### config.mk
export PLATFORM = sky130hd
export DESIGN_NAME = serial_rx_package
export DESIGN_NICKNAME = d
export VERILOG_FILES = /design/src/rtl/serial_rx_package.sv
export SDC_FILE = /design/constraint.sdc
export NUM_CORES = 1
export LEC_CHECK = 0
export ABC_AREA = 1
export CAP_MARGIN = 30
export CELL_PAD_IN_SITES_DETAIL_PLACEMENT = 0
export CELL_PAD_IN_SITES_GLOBAL_PLACEMENT = 1
export CORE_AREA = 2 2 128 155
export DETAILED_ROUTE_END_ITERATION = 12
export DIE_AREA = 0 0 130 157
export PLACE_DENSITY_LB_ADDON = 0.12
export SLEW_MARGIN = 20
export SYNTH_ARGS = -nofsm -noshare
export SYNTH_HDL_FRONTEND = slang
export SYNTH_SLANG_ARGS = --single-unit
### constraint.sdc
create_clock -name clk -period 2.05 [get_ports clk]
set_clock_uncertainty 0.2 [all_clocks]
set_input_delay 0.615 -clock clk [delete_from_list [all_inputs] [get_ports clk]]
set_output_delay 0.615 -clock clk [all_outputs]
set_load 0.005 [all_outputs]
### src/rtl/serial_rx_package.sv
`default_nettype none
// ============================================================================
// serial_rx_package: 8N1-style serial receiver assembling 2**AddressWidth words
// into one package, with frame-error, gap-timeout drop and busy reporting.
// Revision 1.0
// ============================================================================
module serial_rx_package #(
    parameter int AddressWidth     = 3,
    parameter int WordWidth        = 8,
    parameter int SerialTimerWidth = 8,
    parameter int GapBits          = 16
) (
    input  logic                                  clk,
    input  logic                                  rst,
    input  logic                                  rx,
    output logic [WordWidth*(2**AddressWidth)-1:0] Q,
    output logic                                  valid,
    output logic                                  frameError,
    output logic                                  dropped,
    output logic                                  busy
);

    localparam int WORDS   = 2 ** AddressWidth;
    localparam int PKG_W   = WordWidth * WORDS;
    localparam int IDX_W   = (AddressWidth > 0) ? AddressWidth : 1;
    localparam int BIT_W   = (WordWidth > 1) ? $clog2(WordWidth) : 1;
    localparam int TMR_W   = SerialTimerWidth;
    localparam int GAP_MAX = GapBits * (2 ** SerialTimerWidth);
    localparam int GAP_W   = $clog2(GAP_MAX + 1);

    localparam logic [TMR_W-1:0] HALF_LOAD = TMR_W'((2 ** (SerialTimerWidth - 1)) - 1);
    localparam logic [TMR_W-1:0] FULL_LOAD = TMR_W'((2 ** SerialTimerWidth) - 1);
    localparam logic [BIT_W-1:0] LAST_BIT  = BIT_W'(WordWidth - 1);
    localparam logic [IDX_W-1:0] LAST_WORD = IDX_W'(WORDS - 1);
    localparam logic [GAP_W-1:0] GAP_LAST  = GAP_W'(GAP_MAX - 1);

    localparam logic [2:0] S_IDLE      = 3'd0;
    localparam logic [2:0] S_START     = 3'd1;
    localparam logic [2:0] S_DATA      = 3'd2;
    localparam logic [2:0] S_STOP      = 3'd3;
    localparam logic [2:0] S_WAIT_HIGH = 3'd4;

    logic                 meta_q, rxs_q;
    logic [2:0]           state_q, state_d;
    logic [TMR_W-1:0]     timer_q, timer_d;
    logic [BIT_W-1:0]     bit_q, bit_d;
    logic [WordWidth-1:0] data_q, data_d;
    logic [IDX_W-1:0]     idx_q, idx_d;
    logic [PKG_W-1:0]     pkg_q, pkg_d;
    logic [GAP_W-1:0]     gap_q, gap_d;
    logic [PKG_W-1:0]     out_q, out_d;
    logic                 valid_q, valid_d;
    logic                 ferr_q, ferr_d;
    logic                 drop_q, drop_d;
    logic                 w_expired;
    logic [PKG_W-1:0]     w_pkg_next;

    assign w_expired  = (timer_q == '0);
    assign w_pkg_next = (pkg_q << WordWidth) | PKG_W'(data_q);

    always_comb begin
        state_d = state_q;
        timer_d = timer_q;
        bit_d   = bit_q;
        data_d  = data_q;
        idx_d   = idx_q;
        pkg_d   = pkg_q;
        gap_d   = gap_q;
        out_d   = out_q;
        valid_d = 1'b0;
        ferr_d  = 1'b0;
        drop_d  = 1'b0;
        case (state_q)
            S_IDLE: begin
                if (!rxs_q) begin
                    state_d = S_START;
                    timer_d = HALF_LOAD;
                    gap_d   = '0;
                end else if (idx_q != '0) begin
                    // Partial package ages out after GapBits idle bit periods.
                    if (gap_q == GAP_LAST) begin
                        idx_d  = '0;
                        pkg_d  = '0;
                        gap_d  = '0;
                        drop_d = 1'b1;
                    end else begin
                        gap_d = gap_q + GAP_W'(1);
                    end
                end else begin
                    gap_d = '0;
                end
            end
            S_START: begin
                if (w_expired) begin
                    if (!rxs_q) begin
                        state_d = S_DATA;
                        timer_d = FULL_LOAD;
                        bit_d   = '0;
                    end else begin
                        state_d = S_IDLE;
                    end
                end else begin
                    timer_d = timer_q - TMR_W'(1);
                end
            end
            S_DATA: begin
                if (w_expired) begin
                    data_d  = (data_q >> 1) | (WordWidth'(rxs_q) << (WordWidth - 1));
                    timer_d = FULL_LOAD;
                    if (bit_q == LAST_BIT) begin
                        state_d = S_STOP;
                    end else begin
                        bit_d = bit_q + BIT_W'(1);
                    end
                end else begin
                    timer_d = timer_q - TMR_W'(1);
                end
            end
            S_STOP: begin
                if (w_expired) begin
                    if (rxs_q) begin
                        state_d = S_IDLE;
                        pkg_d   = w_pkg_next;
                        if (idx_q == LAST_WORD) begin
                            idx_d   = '0;
                            out_d   = w_pkg_next;
                            valid_d = 1'b1;
                        end else begin
                            idx_d = idx_q + IDX_W'(1);
                        end
                    end else begin
                        state_d = S_WAIT_HIGH;
                        ferr_d  = 1'b1;
                        idx_d   = '0;
                        pkg_d   = '0;
                    end
                end else begin
                    timer_d = timer_q - TMR_W'(1);
                end
            end
            S_WAIT_HIGH: begin
                if (rxs_q) begin
                    state_d = S_IDLE;
                end
            end
            default: state_d = S_IDLE;
        endcase
    end

    always_ff @(posedge clk or negedge rst) begin
        if (!rst) begin
            meta_q  <= 1'b1;
            rxs_q   <= 1'b1;
            state_q <= S_IDLE;
            timer_q <= '0;
            bit_q   <= '0;
            data_q  <= '0;
            idx_q   <= '0;
            pkg_q   <= '0;
            gap_q   <= '0;
            out_q   <= '0;
            valid_q <= 1'b0;
            ferr_q  <= 1'b0;
            drop_q  <= 1'b0;
        end else begin
            meta_q  <= rx;
            rxs_q   <= meta_q;
            state_q <= state_d;
            timer_q <= timer_d;
            bit_q   <= bit_d;
            data_q  <= data_d;
            idx_q   <= idx_d;
            pkg_q   <= pkg_d;
            gap_q   <= gap_d;
            out_q   <= out_d;
            valid_q <= valid_d;
            ferr_q  <= ferr_d;
            drop_q  <= drop_d;
        end
    end

    assign Q          = out_q;
    assign valid      = valid_q;
    assign frameError = ferr_q;
    assign dropped    = drop_q;
    assign busy       = (state_q != S_IDLE) || (idx_q != '0);

endmodule
`default_nettype wire

placed.png
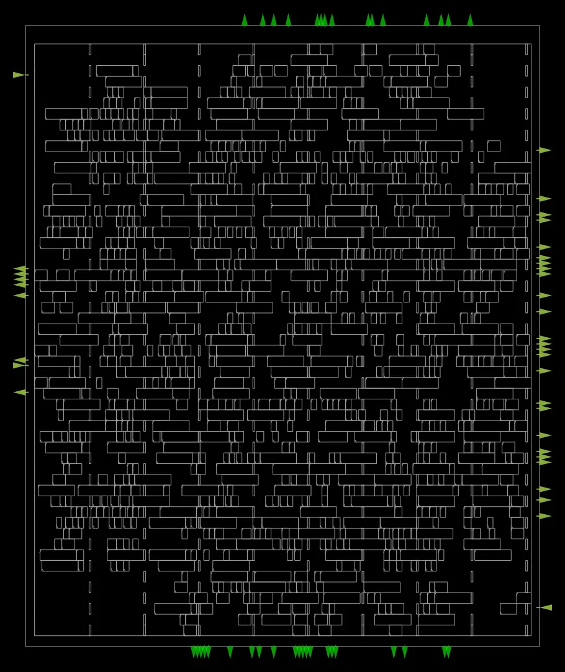
well tap count: 256
num sequential: 163
flop share of the area: 44.72%
non-filler instance count after layout: 1233

m1.png
(4 px per µm) Supply wires on this layer in gray. Cells faint in the background.
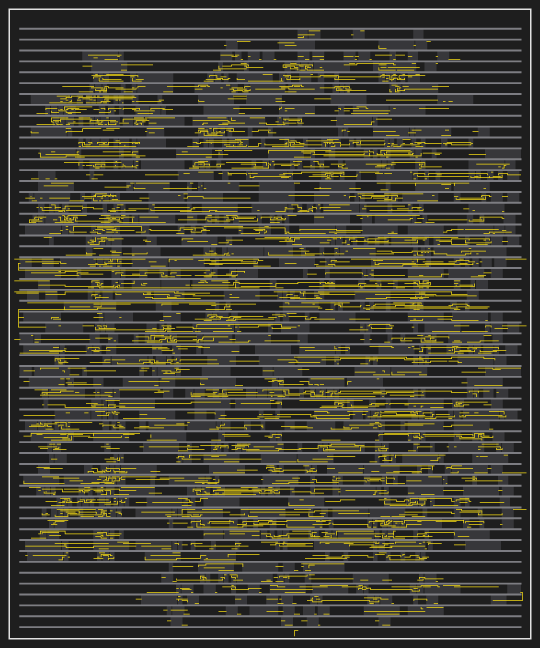
longest straight run: 47.8 µm
main direction: horizontal
share of all routed wire: 46%

==> run notes <==
Results of an implementation run.

The length in cells of the worst reg-to-reg path is 9. The die is 157 µm tall. Cells with a size suffix above 1 make up 12.59% of the layout.

The finished cells cover 9128 µm². Once routing completed, OpenROAD measured the worst setup slack at -0.1158 ns. The total wirelength of the detailed-routed design is 16750 µm. The clock drives 163 sinks.

Summing the areas of all compound-gate instances in the mapped netlist gives 6.635% of the synthesized area. Checking max transition, the worst relative margin is 67.48%. The number of pins with negative max-slew slack in the final report is 0.

The number of failing hold endpoints at the final stage is 0. The setup slack after placement is -0.03441 ns. The final reports fail on setup timing. Per the post-run analysis, buffers plus inverters along the critical path come to 3.

The width of the chip is 130 µm. The number of post-CTS setup repair buffers is 14. STA classifies the critical path startpoint as a register. The run finished, with violations left. Setup repair after global routing could not meet its margin everywhere. By count the netlist is led by 266 x nand2_1, 161 x dfrtp_1, 85 x inv_1. Per the layout report, the design carries 1876 filler cells.

Yosys mapped a number of flops with a built-in enable equal to 0. In the post-synthesis netlist, the cell with the most instances is nand2_1. The synthesis log from Yosys contains 0 warnings. The final setup violation count is 1. The logic depth of the worst setup path including buffers is 6. The flow reports an fmax of 461.7 MHz. After Yosys synthesis, and, or, nand and nor cells account for 27.57% of the synthesized area. The destination of the worst register-to-register timing path is Q[58]$_DFFE_PN0P_. The library cell used as clock root buffer is clkbuf_16.
port_trees.png
(2 px per µm)
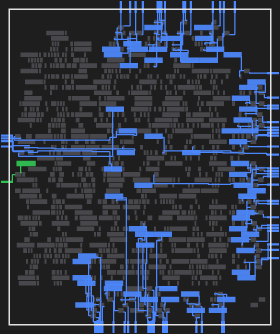
| port | color | bits | direction | end cells | wire |
|---|---|---|---|---|---|
| `rx` | green | 1 | input | 1 | 10.5 µm |
| `Q` | blue | 64 | output | 64 | 1870 µm |

util_map.png
(2 px per µm) The die is cut into 13 by 16 equal tiles; dark blue is low, red is high, 0 to 100% covered.
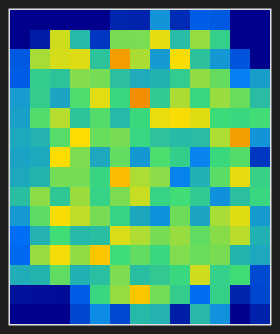
fullest tile: 84%
tiles over 75% full: 2.9%
nearly empty tiles: 7.2%
mean over tiles: 43%

[metal layers]
metal,GRT usage (%),vias up
met5,0,-
met4,4.916,0
met3,3.807,11
met2,29.47,97
met1,22.78,2764
li1,-,2910
[placed cells by master, fill, tap and decap left out, types with 7 or more instances in the layout]
cell and instances:
buf_4 41, inv_2 7, nand2_1 263, nand2_2 16, o21ai_0 81, nor2_1 78, nand4_1 8, inv_1 81
dlygate4sd2_1 67, nand3_1 80, buf_12 10, dfrtp_1 161, clkbuf_16 17
[sequential cells by signal (all words and copies together) (netlist names)]
register	count
Q	64
bit_q	3
data_q	8
dropped	1
frameError	1
gap_q	13
idx_q	3
meta_q	1
pkg_q	56
rxs_q	1
state_q	3
timer_q	8
valid	1
